===== src/rtl/fb_pkg.sv =====
// Shared types and constants for the LED panel framebuffer write controller.
package fb_pkg;

    localparam int unsigned FB_ADDR_W = 12;
    localparam int unsigned FB_DATA_W = 24;

    // Bit positions inside the control PIO word.
    localparam int unsigned CTRL_COMMIT  = 0;
    localparam int unsigned CTRL_AUTOINC = 1;
    localparam int unsigned CTRL_OVFCLR  = 2;

    // Status word layout: {11'b0, overflow, busy, fifo_level[2:0], wr_count[15:0]}.
    localparam int unsigned STAT_WRCNT_LSB = 0;
    localparam int unsigned STAT_WRCNT_W   = 16;
    localparam int unsigned STAT_LEVEL_LSB = 16;
    localparam int unsigned STAT_LEVEL_W   = 3;
    localparam int unsigned STAT_BUSY      = 19;
    localparam int unsigned STAT_OVF       = 20;

    typedef struct packed {
        logic [FB_ADDR_W-1:0] addr;
        logic [FB_DATA_W-1:0] data;
    } fb_cmd_t;

endpackage


===== src/rtl/fb_write_ctrl_fifo.sv =====
// Small synchronous FIFO of framebuffer write commands. Push while full is only
// accepted when a pop happens in the same cycle.
module fb_cmd_fifo
    import fb_pkg::*;
#(
    parameter int unsigned DEPTH = 4,
    parameter int unsigned LVL_W = $clog2(DEPTH + 1)
) (
    input  logic             clk,
    input  logic             reset_n,
    input  logic             push,
    input  fb_cmd_t          wdata,
    input  logic             pop,
    output fb_cmd_t          rdata,
    output logic             full,
    output logic             empty,
    output logic [LVL_W-1:0] level
);

    localparam int unsigned PTR_W = $clog2(DEPTH);

    fb_cmd_t          mem_q [DEPTH];
    logic [PTR_W-1:0] wr_ptr_q, rd_ptr_q;
    logic [LVL_W-1:0] level_q;
    logic             do_push, do_pop;

    assign full    = (level_q == LVL_W'(DEPTH));
    assign empty   = (level_q == '0);
    assign do_pop  = pop && !empty;
    assign do_push = push && (!full || do_pop);
    assign rdata   = mem_q[rd_ptr_q];
    assign level   = level_q;

    // Pointers and fill level; DEPTH is a power of two so pointers wrap naturally.
    always_ff @(posedge clk or negedge reset_n) begin
        if (!reset_n) begin
            wr_ptr_q <= '0;
            rd_ptr_q <= '0;
            level_q  <= '0;
        end else begin
            if (do_push) wr_ptr_q <= wr_ptr_q + 1'b1;
            if (do_pop)  rd_ptr_q <= rd_ptr_q + 1'b1;
            if (do_push && !do_pop)      level_q <= level_q + 1'b1;
            else if (do_pop && !do_push) level_q <= level_q - 1'b1;
        end
    end

    // Entry storage; contents are don't-care until written, so no reset.
    always_ff @(posedge clk) begin
        if (do_push) mem_q[wr_ptr_q] <= wdata;
    end

endmodule


===== src/rtl/fb_write_ctrl.sv =====
// Turns PIO commit toggles into single-cycle framebuffer RAM writes, buffered
// through a small FIFO while the refresh logic holds the RAM.
module fb_write_ctrl
    import fb_pkg::*;
#(
    parameter int unsigned ADDR_W     = FB_ADDR_W,
    parameter int unsigned DATA_W     = FB_DATA_W,
    parameter int unsigned FB_WORDS   = 4096,
    parameter int unsigned FIFO_DEPTH = 4
) (
    input  logic              clk,
    input  logic              reset_n,
    input  logic [ADDR_W-1:0] wr_addr_in,
    input  logic [DATA_W-1:0] wr_data_in,
    input  logic [2:0]        wr_ctrl_in,
    input  logic              ram_gnt,
    output logic              ram_we,
    output logic [ADDR_W-1:0] ram_addr,
    output logic [DATA_W-1:0] ram_wdata,
    output logic [31:0]       status
);

    localparam int unsigned       LVL_W   = $clog2(FIFO_DEPTH + 1);
    localparam logic [ADDR_W-1:0] PTR_MAX = ADDR_W'(FB_WORDS - 1);

    function automatic logic [ADDR_W-1:0] ptr_inc(input logic [ADDR_W-1:0] a);
        return (a == PTR_MAX) ? '0 : a + 1'b1;
    endfunction

    logic              init_q;
    logic [2:0]        hist_q;
    logic [ADDR_W-1:0] ptr_q, ptr_d;
    logic              ovf_q, ovf_d;
    logic [15:0]       cnt_q;
    logic              ram_we_q;
    logic [ADDR_W-1:0] ram_addr_q;
    logic [DATA_W-1:0] ram_wdata_q;

    logic              commit, ptr_load, ovf_clr, auto_inc;
    logic              fifo_full, fifo_empty, pop, push_ok, drop;
    logic [LVL_W-1:0]  fifo_level;
    logic [ADDR_W-1:0] cmd_addr;
    fb_cmd_t           push_cmd, head_cmd;

    // Edge events are masked on the init cycle so a level held through reset is not an event.
    always_comb begin
        auto_inc = wr_ctrl_in[CTRL_AUTOINC];
        commit   = !init_q && (wr_ctrl_in[CTRL_COMMIT] != hist_q[CTRL_COMMIT]);
        ptr_load = !init_q && wr_ctrl_in[CTRL_AUTOINC] && !hist_q[CTRL_AUTOINC];
        ovf_clr  = !init_q && wr_ctrl_in[CTRL_OVFCLR] && !hist_q[CTRL_OVFCLR];
        pop      = !fifo_empty && ram_gnt;
        push_ok  = commit && (!fifo_full || pop);
        drop     = commit && !push_ok;
        // A pointer load takes priority: the coincident commit uses the new address.
        cmd_addr = (auto_inc && !ptr_load) ? ptr_q : wr_addr_in;
        push_cmd.addr = cmd_addr;
        push_cmd.data = wr_data_in;
    end

    // Pointer and sticky overflow next-state; a drop beats a coincident clear.
    always_comb begin
        ptr_d = ptr_q;
        ovf_d = ovf_q;
        if (ptr_load)               ptr_d = push_ok ? ptr_inc(wr_addr_in) : wr_addr_in;
        else if (push_ok && auto_inc) ptr_d = ptr_inc(ptr_q);
        if (drop)         ovf_d = 1'b1;
        else if (ovf_clr) ovf_d = 1'b0;
    end

    fb_cmd_fifo #(
        .DEPTH (FIFO_DEPTH),
        .LVL_W (LVL_W)
    ) u_fifo (
        .clk     (clk),
        .reset_n (reset_n),
        .push    (push_ok),
        .wdata   (push_cmd),
        .pop     (pop),
        .rdata   (head_cmd),
        .full    (fifo_full),
        .empty   (fifo_empty),
        .level   (fifo_level)
    );

    // Control history, pointer, overflow, write counter and registered RAM port.
    always_ff @(posedge clk or negedge reset_n) begin
        if (!reset_n) begin
            init_q      <= 1'b1;
            hist_q      <= '0;
            ptr_q       <= '0;
            ovf_q       <= 1'b0;
            cnt_q       <= '0;
            ram_we_q    <= 1'b0;
            ram_addr_q  <= '0;
            ram_wdata_q <= '0;
        end else begin
            init_q   <= 1'b0;
            hist_q   <= wr_ctrl_in;
            ptr_q    <= ptr_d;
            ovf_q    <= ovf_d;
            cnt_q    <= cnt_q + 16'(ram_we_q);
            ram_we_q <= pop;
            if (pop) begin
                ram_addr_q  <= head_cmd.addr;
                ram_wdata_q <= head_cmd.data;
            end
        end
    end

    assign ram_we    = ram_we_q;
    assign ram_addr  = ram_addr_q;
    assign ram_wdata = ram_wdata_q;

    // Status readback word assembled from registered state.
    always_comb begin
        status = '0;
        status[STAT_WRCNT_LSB +: STAT_WRCNT_W] = cnt_q;
        status[STAT_LEVEL_LSB +: STAT_LEVEL_W] = 3'(fifo_level);
        status[STAT_BUSY]                      = (fifo_level != '0) || ram_we_q;
        status[STAT_OVF]                       = ovf_q;
    end

endmodule


===== config.mk =====
export PLATFORM = sky130hd
export DESIGN_NAME = fb_write_ctrl
export DESIGN_NICKNAME = d
export VERILOG_FILES = /design/src/rtl/fb_pkg.sv /design/src/rtl/fb_write_ctrl_fifo.sv /design/src/rtl/fb_write_ctrl.sv
export SDC_FILE = /design/constraint.sdc
export NUM_CORES = 1
export LEC_CHECK = 0
export ABC_AREA = 1
export CORE_MARGIN = 3
export CORE_UTILIZATION = 30
export CTS_CLUSTER_DIAMETER = 120
export DETAILED_ROUTE_END_ITERATION = 16
export SLEW_MARGIN = 20
export SYNTH_ARGS = -nofsm -noshare
export SYNTH_HDL_FRONTEND = slang
export SYNTH_HIERARCHICAL = 1
export SYNTH_SLANG_ARGS = --single-unit

===== constraint.sdc =====
create_clock -name clk -period 6.8 [get_ports clk]
set_clock_uncertainty 0.2 [all_clocks]
set_input_delay 1.7 -clock clk [delete_from_list [all_inputs] [get_ports clk]]
set_output_delay 1.7 -clock clk [all_outputs]
set_load 0.01 [all_outputs]

==> flow_summary.html <==
<h3>Run summary</h3>
<table>
<tr><th>Metric</th><th>Value</th></tr>
<tr><th colspan="2">Setup path</th></tr>
<tr><td>Data arrival time at the worst-slack endpoint</td><td>4.42 ns</td></tr>
<tr><td>Max stage delay cell, worst path</td><td>sky130_fd_sc_hd__nor2_4</td></tr>
<tr><td>Max stage delay on crit path</td><td>0.77 ns</td></tr>
<tr><td>Required time at the endpoint of the critical path</td><td>slightly below 7 ns</td></tr>
<tr><td>Critical Path Start Type</td><td>primary input</td></tr>
<tr><td>Max Fanout on Critical Path</td><td>41</td></tr>
<tr><td>Ordered cell list for the critical path</td><td>clkdlybuf4s50_1 -&gt; inv_1 -&gt; nor2_4 -&gt; buf_4 -&gt; inv_1 -&gt; nand3_1 -&gt; nand2_1 -&gt; nor2_4 -&gt; buf_4</td></tr>
<tr><td>Critical path buffers and inverters</td><td>5</td></tr>
<tr><td>Kind of cell with the highest combined delay on the critical path</td><td>buffers and inverters</td></tr>
<tr><td>Crit end category</td><td>register</td></tr>
<tr><td>Path type of the worst setup path</td><td>in -&gt; reg</td></tr>
<tr><th colspan="2">Die</th></tr>
<tr><td>Die H</td><td>185 um</td></tr>
<tr><td>Num ports</td><td>between 100 and 150</td></tr>
<tr><td>Die area</td><td>0.0342 sq mm</td></tr>
<tr><td>Core ar.</td><td>about 0.031 sq mm</td></tr>
<tr><td>Effective utilization at floorplan</td><td>0.309</td></tr>
<tr><td>Horizontal die size</td><td>185 um</td></tr>
<tr><td>Number of rows created at floorplan</td><td>64</td></tr>
<tr><th colspan="2">Timing</th></tr>
<tr><td>Total setup violations reported at the end of the flow</td><td>0</td></tr>
<tr><td>Post-route fraction of the period consumed by the critical path</td><td>0.651</td></tr>
<tr><td>Fmax achieved</td><td>0.226 GHz</td></tr>
<tr><td>Final critical-path required period</td><td>4.43 ns</td></tr>
<tr><td>Number of pins with negative max-slew slack in the final report</td><td>0</td></tr>
<tr><td>Setup tns final</td><td>0 ns</td></tr>
<tr><td>Slew @ Worst Pin</td><td>0.896 ns</td></tr>
<tr><td>Max_slew headroom</td><td>0.401</td></tr>
<tr><th colspan="2">Yosys</th></tr>
<tr><td>Number of cell instances after yosys synthesis</td><td>920</td></tr>
<tr><td>Yosys Chip Area</td><td>0.00961 sq mm</td></tr>
<tr><td>Top cells by area in the synthesized netlist</td><td>sky130_fd_sc_hd__edfxtp_1 (45%), sky130_fd_sc_hd__dfrtp_1 (20%), sky130_fd_sc_hd__nand2_1 (7.8%), sky130_fd_sc_hd__nor2_1 (5.8%), sky130_fd_sc_hd__o21ai_1 (3.8%)</td></tr>
<tr><td>Post-synthesis sequential element count</td><td>~220</td></tr>
<tr><td>Cell taking the most area after synthesis</td><td>sky130_fd_sc_hd__edfxtp_1</td></tr>
<tr><td>Combined area of all synthesized cells</td><td>0.00961 sq mm</td></tr>
<tr><td>Ys Warns</td><td>6</td></tr>
<tr><td>Yosys top cell area share</td><td>0.450</td></tr>
<tr><td>Number of distinct library cell variants in the gate-level netlist after synthesis</td><td>37</td></tr>
<tr><th colspan="2">Power and ir drop</th></tr>
<tr><td>LEAKAGE</td><td>4.65 nW</td></tr>
<tr><td>Net Sw Frac</td><td>0.339</td></tr>
<tr><td>Part of the total power dissipated in sequential elements</td><td>0.405</td></tr>
<tr><td>Internal power</td><td>3.12 mW</td></tr>
<tr><td>Top power consumer group</td><td>registers</td></tr>
<tr><td>Overall power after layout</td><td>4.72 mW</td></tr>
<tr><td>Power density over cell area</td><td>403 mW/mm^2</td></tr>
<tr><td>Clk pwr</td><td>1.31 mW</td></tr>
<tr><td>IR drop worst, VDD</td><td>between 0.00015 and 0.0002 V</td></tr>
<tr><td>Sequential group power</td><td>1.91 mW</td></tr>
<tr><td>Switching power</td><td>1.60 mW</td></tr>
<tr><th colspan="2">Place</th></tr>
<tr><td>Place WS</td><td>1.81 ns</td></tr>
<tr><td># placed instances</td><td>approximately 1400</td></tr>
<tr><td>Half-perimeter wire length after detailed placement</td><td>14300 um</td></tr>
<tr><td>IO buf count</td><td>~99</td></tr>
<tr><td>Global placement routability congestion</td><td>0.888</td></tr>
<tr><td>Post-detailed-placement cell area</td><td>around 0.011 sq mm</td></tr>
<tr><th colspan="2">Drt</th></tr>
<tr><td>Mean routed wirelength per cell</td><td>15.3 um</td></tr>
<tr><td>Antenna-violating nets left</td><td>0</td></tr>
<tr><td>Residual DRC</td><td>0</td></tr>
<tr><td>Total routed wirelength</td><td>~22000 um</td></tr>
<tr><td>DRC marker count from the first detailed-route iteration</td><td>between 400 and 500</td></tr>
<tr><td>Post-detailed-route via-to-cell ratio</td><td>4.55</td></tr>
<tr><td>Initial DRT Pass Iterations</td><td>5</td></tr>
<tr><th colspan="2">Job</th></tr>
<tr><td>Number of warnings the tools reported</td><td>29</td></tr>
<tr><td>Max Cap Violations</td><td>0</td></tr>
<tr><th colspan="2">GRT</th></tr>
<tr><td>GRT Overall Usage</td><td>0.129</td></tr>
<tr><td>Vias in the first global route</td><td>6573</td></tr>
<tr><td>Global Route met3 Usage</td><td>0.0196</td></tr>
<tr><td>Wire length of the first global-routing pass</td><td>~36000 um</td></tr>
<tr><td>Global-route met2 utilization</td><td>0.213</td></tr>
<tr><td>Met1 track utilization from global routing</td><td>0.179</td></tr>
<tr><td>Remaining Overflow, GRT</td><td>0</td></tr>
<tr><td>Pin count of the biggest net entering global routing</td><td>75</td></tr>
<tr><td>Antenna violations before repair</td><td>0</td></tr>
<tr><td>Most Crowded Layer GR</td><td>met2</td></tr>
<tr><th colspan="2">Clock network</th></tr>
<tr><td>Clock tree sinks</td><td>221</td></tr>
<tr><td>Clock H-tree levels</td><td>1</td></tr>
<tr><td>Setup repair bufs after CTS</td><td>0</td></tr>
<tr><td>Count of hold-fix buffers inserted at cts</td><td>0</td></tr>
<tr><td>Master cell of the clock root buffer</td><td>sky130_fd_sc_hd__clkbuf_16</td></tr>
<tr><td>Clock transition at the registers of the reported paths</td><td>0.06 ns</td></tr>
<tr><td>CTS tree</td><td>built</td></tr>
<tr><td>Num CTS Buffers</td><td>25</td></tr>
<tr><td>Maximum number of buffers from clock root to sink</td><td>3</td></tr>
<tr><th colspan="2">Layout</th></tr>
<tr><td>Most frequent logic cells in the routed design</td><td>sky130_fd_sc_hd__nand2_1 (199), sky130_fd_sc_hd__nor2_1 (145), sky130_fd_sc_hd__edfxtp_1 (144)</td></tr>
<tr><td>Register bank with the most flops</td><td>u_fifo/mem_q</td></tr>
<tr><td>Share of cells above drive strength 1</td><td>0.0790</td></tr>
<tr><td>Area growth, synth to finish</td><td>22.1%</td></tr>
<tr><td>Number of non-filler instances in the completed layout</td><td>1435</td></tr>
<tr><td># nets final</td><td>1071</td></tr>
<tr><th colspan="2">Run status</th></tr>
<tr><td>Status</td><td>finished clean</td></tr>
<tr><th colspan="2">Min path</th></tr>
<tr><td>Worst Hold Class</td><td>reg -&gt; reg</td></tr>
</table>
-- cell usage after synthesis, drive strengths merged --
library cell / n
a21oi: 14
a31oi: 1
buf: 38
clkbuf: 8
clkinv: 1
conb: 1
dfrtp: 76
dfstp: 1
edfxtp: 144
fa: 1
ha: 9
inv: 57
mux2: 1
nand2: 204
nand3: 34
nand4: 7
nor2: 158
nor3: 5
nor4: 1
o21ai: 135
o21bai: 2
or2: 1
or4: 1
xnor2: 5
xor2: 15
-- worst paths after layout --
kind / cells past startpoint / endpoint / startpoint
setup / recovery: 9 / u_fifo/mem_q[1][25] / ram_gnt
hold / removal: 1 / cnt_q[15] / cnt_q[15]
setup reg to reg: 11 / u_fifo/mem_q[1][25] / u_fifo/level[0]
hold reg to reg: 1 / cnt_q[15] / cnt_q[15]
max in group asynchronous: 2 / u_fifo/rd_ptr_q[0] / reset_n
min in group asynchronous: 1 / ptr_q[7] / reset_n
-- per-layer routing --
layer,up-vias,share of wire
li1,3258,-
met1,3080,0.47
met5,-,0
met4,0,0.021
met3,32,0.046
met2,160,0.47
-- cell families after synthesis --
group,synth area share
xor+xnor,0.0182
buf+inv,0.0546
flops,0.651
simple gates,0.180
compound gates,0.0814
fa+ha+maj,0.0138
mux,0.00117
other cells,0.000390
-- stage by stage --
| step | hold slack (ns) | utilization |
|---|---|---|
| 2_1_floorplan | 0.252 | - |
| 3_3_place_gp | 0.259 | 0.352 |
| 3_5_place_dp | 0.261 | 0.352 |
| 4_1_cts | 0.273 | 0.378 |
| 5_1_grt | 0.285 | 0.378 |
| 6_report | 0.268 | 0.378 |
-- final cells by class --
class	count	area [sq um]
tap	396	495
sequential	221	6250
timing repair buffer	107	1050
clock inverter	16	159
inverter	58	223
clock buffer	30	644
multi-input combinational	606	2910
fill	3058	19300
antenna	1	2.50
Figure 1. The metal 1 layer.
(2 px per um) Supply wires on this layer in gray. Cells faint in the background.
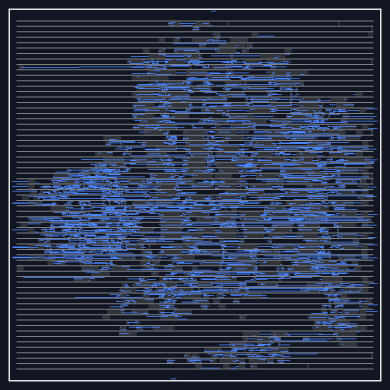
share of all routed wire: 47%
longest straight run: 52.0 um
main direction: horizontal
wire length on this layer: 10200 um
nets with wire on the layer: 985

Figure 2. The metal 2 layer.
(2 px per um)
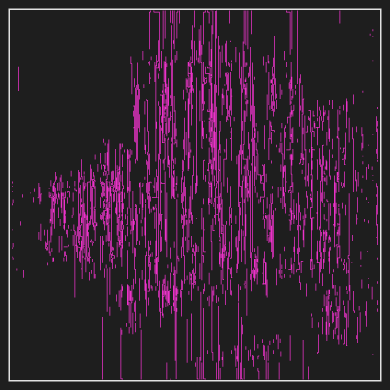
main direction: vertical
wire length on this layer: 10300 um
longest straight run: 94.5 um
nets with wire on the layer: 806
share of all routed wire: 47%

Figure 3. Metal 3.
(3 px per um) Cells faint in the background.
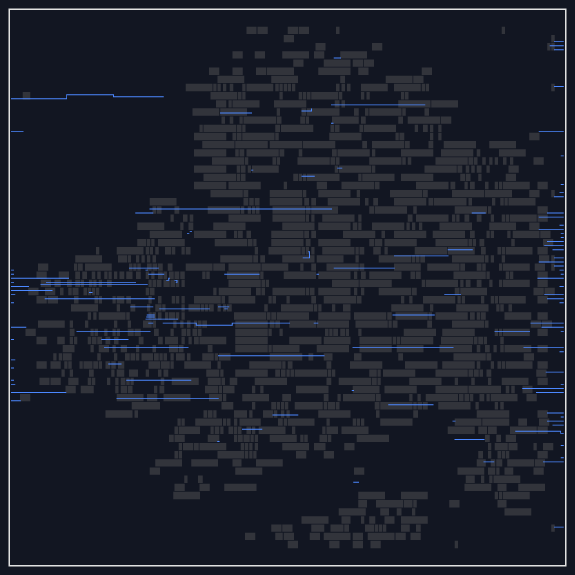
share of all routed wire: 4.6%
wire length on this layer: 999 um
longest straight run: 60.5 um
main direction: horizontal

Power is estimated from default activity; no workload was simulated.
